File: src/rtl/cla16_share_arbiter.sv
// Shared 16-bit carry look-ahead adder with a round-robin front end.
// One result register with a valid/ready handshake holds the latest sum,
// tagged with the index of the requester that produced it.

// Two-level 16-bit carry look-ahead adder: four 4-bit groups whose group
// generate/propagate feed a second look-ahead stage for the group carries.
module cla16 (
    input  logic [15:0] a,
    input  logic [15:0] b,
    input  logic        cin,
    output logic [15:0] s,
    output logic        cout
);

    // Returns carries c1..c4 of a 4-bit look-ahead block from g, p and c0.
    function automatic logic [3:0] lookahead4(input logic [3:0] g,
                                              input logic [3:0] p,
                                              input logic       c0);
        logic [3:0] c;
        c[0] = g[0] | (p[0] & c0);
        c[1] = g[1] | (p[1] & g[0]) | (p[1] & p[0] & c0);
        c[2] = g[2] | (p[2] & g[1]) | (p[2] & p[1] & g[0]) | (p[2] & p[1] & p[0] & c0);
        c[3] = g[3] | (p[3] & g[2]) | (p[3] & p[2] & g[1]) | (p[3] & p[2] & p[1] & g[0])
             | (p[3] & p[2] & p[1] & p[0] & c0);
        return c;
    endfunction

    logic [15:0] gen;
    logic [15:0] prop;
    logic [3:0]  grp_gen;
    logic [3:0]  grp_prop;
    logic [3:0]  grp_carry;
    logic [16:0] carry;
    logic [3:0]  tmp;

    // Bit and group generate/propagate, group carries, then in-group carries.
    always_comb begin
        gen      = a & b;
        prop     = a ^ b;
        grp_gen  = '0;
        grp_prop = '0;
        carry    = '0;
        tmp      = '0;
        for (int j = 0; j < 4; j++) begin
            tmp         = lookahead4(gen[4*j +: 4], prop[4*j +: 4], 1'b0);
            grp_gen[j]  = tmp[3];
            grp_prop[j] = &prop[4*j +: 4];
        end
        grp_carry = lookahead4(grp_gen, grp_prop, cin);
        carry[0]  = cin;
        for (int j = 0; j < 4; j++) begin
            tmp = lookahead4(gen[4*j +: 4], prop[4*j +: 4], carry[4*j]);
            carry[4*j+1 +: 3] = tmp[2:0];
            carry[4*j+4]      = grp_carry[j];
        end
        s    = prop ^ carry[15:0];
        cout = carry[16];
    end

endmodule

module cla16_share_arbiter #(
    parameter int NREQ = 4,
    parameter int IDW  = $clog2(NREQ)
) (
    input  logic               clk,
    input  logic               rst_n,
    input  logic [NREQ-1:0]    req_valid,
    input  logic [16*NREQ-1:0] req_a,
    input  logic [16*NREQ-1:0] req_b,
    input  logic [NREQ-1:0]    req_cin,
    output logic [NREQ-1:0]    req_ready,
    output logic               rsp_valid,
    input  logic               rsp_ready,
    output logic [IDW-1:0]     rsp_id,
    output logic [15:0]        rsp_sum,
    output logic               rsp_cout
);

    typedef enum logic {EMPTY, FULL} state_t;

    state_t         state;
    state_t         next_state;
    logic [IDW-1:0] rr_ptr;
    logic [NREQ-1:0] grant;
    logic [IDW-1:0] grant_idx;
    logic           found;
    logic           can_accept;
    logic           accept;
    int             idx;
    logic [15:0]    add_a;
    logic [15:0]    add_b;
    logic           add_cin;
    logic [15:0]    add_s;
    logic           add_cout;

    // Round-robin search starting just after the last winner; nothing is
    // granted in reset or while the held result is blocked.
    always_comb begin
        can_accept = (state == EMPTY) | ((state == FULL) & rsp_ready);
        grant      = '0;
        grant_idx  = '0;
        found      = 1'b0;
        idx        = 0;
        if (rst_n && can_accept) begin
            for (int k = 1; k <= NREQ; k++) begin
                idx = (int'(rr_ptr) + k) % NREQ;
                if (!found && req_valid[idx]) begin
                    found       = 1'b1;
                    grant[idx]  = 1'b1;
                    grant_idx   = IDW'(idx);
                end
            end
        end
    end

    assign req_ready = grant;
    assign accept    = found;

    // Steer the granted operands into the shared adder; zeros when idle.
    always_comb begin
        add_a   = '0;
        add_b   = '0;
        add_cin = 1'b0;
        for (int i = 0; i < NREQ; i++) begin
            if (grant[i]) begin
                add_a   = req_a[16*i +: 16];
                add_b   = req_b[16*i +: 16];
                add_cin = req_cin[i];
            end
        end
    end

    cla16 u_cla16 (
        .a    (add_a),
        .b    (add_b),
        .cin  (add_cin),
        .s    (add_s),
        .cout (add_cout)
    );

    // Next state: a grant always fills the register, a drain with no grant empties it.
    always_comb begin
        next_state = state;
        if (accept) begin
            next_state = FULL;
        end else if ((state == FULL) && rsp_ready) begin
            next_state = EMPTY;
        end
    end

    // State register.
    always_ff @(posedge clk) begin
        if (!rst_n) begin
            state <= EMPTY;
        end else begin
            state <= next_state;
        end
    end

    // Result register and round-robin pointer update on each accepted request.
    always_ff @(posedge clk) begin
        if (!rst_n) begin
            rsp_id   <= '0;
            rsp_sum  <= '0;
            rsp_cout <= 1'b0;
            rr_ptr   <= IDW'(NREQ - 1);
        end else if (accept) begin
            rsp_id   <= grant_idx;
            rsp_sum  <= add_s;
            rsp_cout <= add_cout;
            rr_ptr   <= grant_idx;
        end
    end

    assign rsp_valid = (state == FULL);

endmodule

File: config.mk
export PLATFORM = sky130hd
export DESIGN_NAME = cla16_share_arbiter
export DESIGN_NICKNAME = d
export VERILOG_FILES = /design/src/rtl/cla16_share_arbiter.sv
export SDC_FILE = /design/constraint.sdc
export NUM_CORES = 1
export LEC_CHECK = 0
export CORE_ASPECT_RATIO = 0.9
export CORE_UTILIZATION = 35
export DETAILED_ROUTE_END_ITERATION = 12
export HOLD_SLACK_MARGIN = 0.08
export MAX_ROUTING_LAYER = met4
export PLACE_DENSITY = 0.75
export SLEW_MARGIN = 20
export SYNTH_ARGS = -nofsm -noshare
export SYNTH_HDL_FRONTEND = slang
export SYNTH_HIERARCHICAL = 1
export SYNTH_SLANG_ARGS = --single-unit
export TNS_END_PERCENT = 20
File: constraint.sdc
create_clock -name clk -period 8.2 [get_ports clk]
set_clock_uncertainty 0.05 [all_clocks]
set_input_delay 2.05 -clock clk [delete_from_list [all_inputs] [get_ports clk]]
set_output_delay 2.05 -clock clk [all_outputs]
set_load 0.005 [all_outputs]
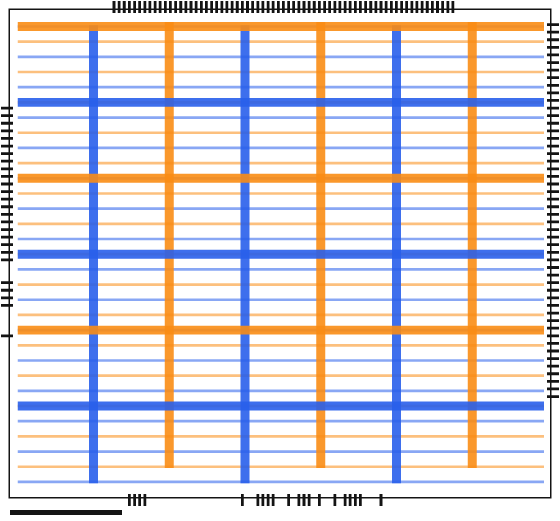
(supply network)
Scale bar: 20 um. Pins as bars on the die edge.
net	colour
VDD	orange
VSS	blue
signal pins	163
rows	30
met1 rails	31
met5 straps	6
met4 straps	6
die x size: 96.7 um
Worst VDD drop: 130 uV
core area: 7690 um^2

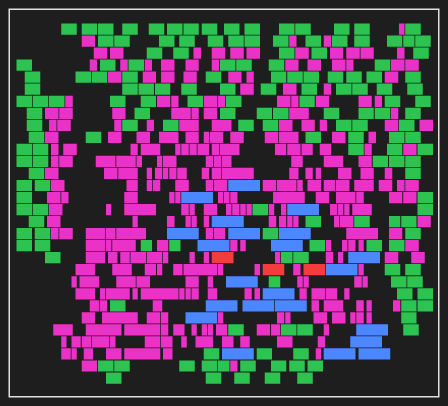
(cell classes on the final placement)
class	colour	cells
flip-flops	blue	22
all other logic	magenta	306
other buffers and delay cells	green	169
cells driving clock nets	red	3
Core Util, Final: 59.1%
final instance area: 4550 um^2

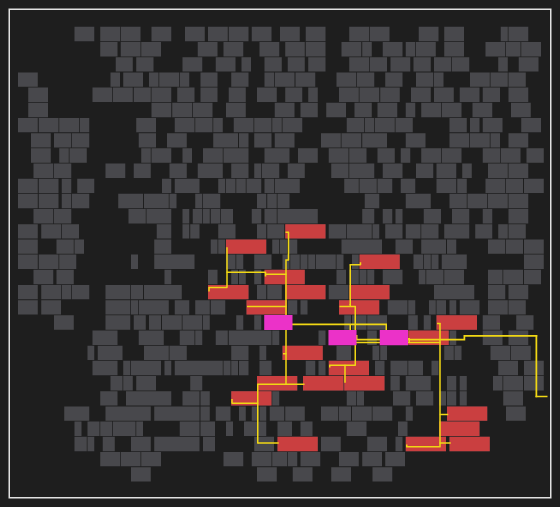
(clock network drawn from the DEF)
[flip-flops] red | count: 22
[clock wires] yellow | length: 244 um
[cells driving clock nets] magenta | count: 3
routed clock nets	4
clock network power: 0.0000640 W
Late-Pin Clk Latency: 0.25 ns

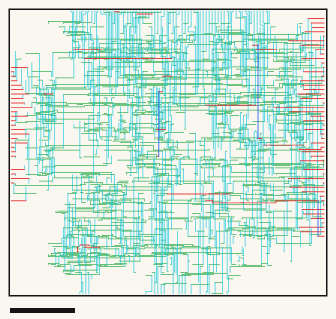
(metal layers overlaid)
Scale bar: 20 um.
layer	colour	wire length
met4	blue	59.2 um
met1	green	4430 um
met2	cyan	5050 um
met3	red	462 um
total number of vias: 3350
Tot GR Track Use: 23.4%
Total Wirelength: 10.0 mm
drt wl/cell: 16.8 um

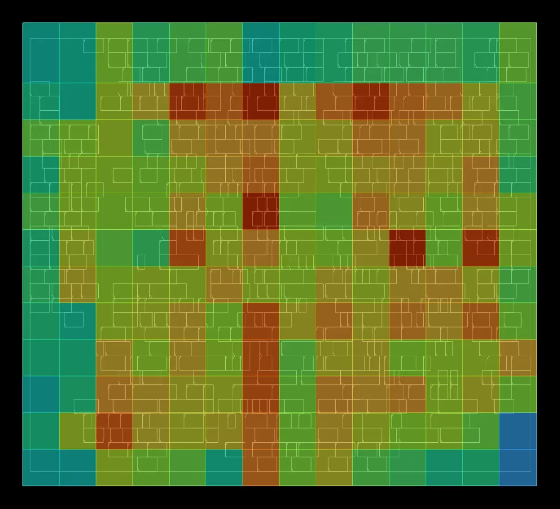
(track usage over the die)
grt met3 use: 3.61%
GRT met2 Usage: 40.5%
met1 Use GR: 30.0%

==> Changelog: implementation <==
### Physical design

- Run status: complete, no violations
- Clkbuf count: 3
- Crit-path max cell delay: 0.70 ns
- Fmax: 0.138 GHz
- Hold Startpoint: rsp_sum[6]
- Worst R2R Path Depth: 19
- Tmin final: 7.24 ns
- Biggest regs: rsp_sum (16), rr_ptr (2), rsp_id (2)
- Port Buffer Count: 162
- Switching share of power: 49.3%
- Worst hold path cell count: 2
- Clk cell area share: 0.908%
- HPWL Detailed: 7.89 mm
- Top cell excl fill/tap: clkdlybuf4s50_1
- Initial antenna violation count: 0
- Mi-comb count: 294
- Most flops, register: rsp_sum
- Hold path endpoint: rsp_sum[6]
- N_taps: 96
- Synth top area cells: dfxtp_1 (16%), ha_1 (11%), a221oi_1 (11%)
- Nets: 669
- # Max-Cap Violations: 0
- Comb area leader: AND-OR/OR-AND gates
- Met2 WL: 5.05 mm
- Starting DRT DRC Count: 152
- RR Startpoint: rr_ptr[0]
- Flip-flops with a built-in enable: 0
- Combinational Power: 0.00129 W
- Unrepaired setup endpoints after global routing: no
- Worst EP arrival: 5.14 ns
- Iteration count of the initial detailed-routing pass: 4
- Seq pwr share: 12.0%
- Yosys simple share: 13.4%
- Max layer used: met4
- AO/OA Area Share: 42.3%
- Commonest flop: dfxtp_1
-- Yosys cell counts, types with 3 or more instances --
| master | instances |
|---|---|
| a21o_1 | 6 |
| inv_1 | 8 |
| mux4_2 | 4 |
| buf_4 | 3 |
| ha_1 | 24 |
| dfxtp_1 | 22 |
| xor2_1 | 6 |
| nand2_1 | 48 |
| inv_2 | 3 |
| a21oi_2 | 3 |
| a21oi_1 | 7 |
| xnor2_1 | 7 |
| o2bb2ai_1 | 33 |
| nand2b_1 | 5 |
| o21ai_1 | 5 |
| clkbuf_1 | 16 |
| a221oi_1 | 34 |
| mux2i_1 | 5 |
| fa_1 | 4 |
| nor2_1 | 10 |
| o21ai_0 | 55 |
| buf_2 | 8 |
No activity file was given, so power comes from the tool's default toggle rates.
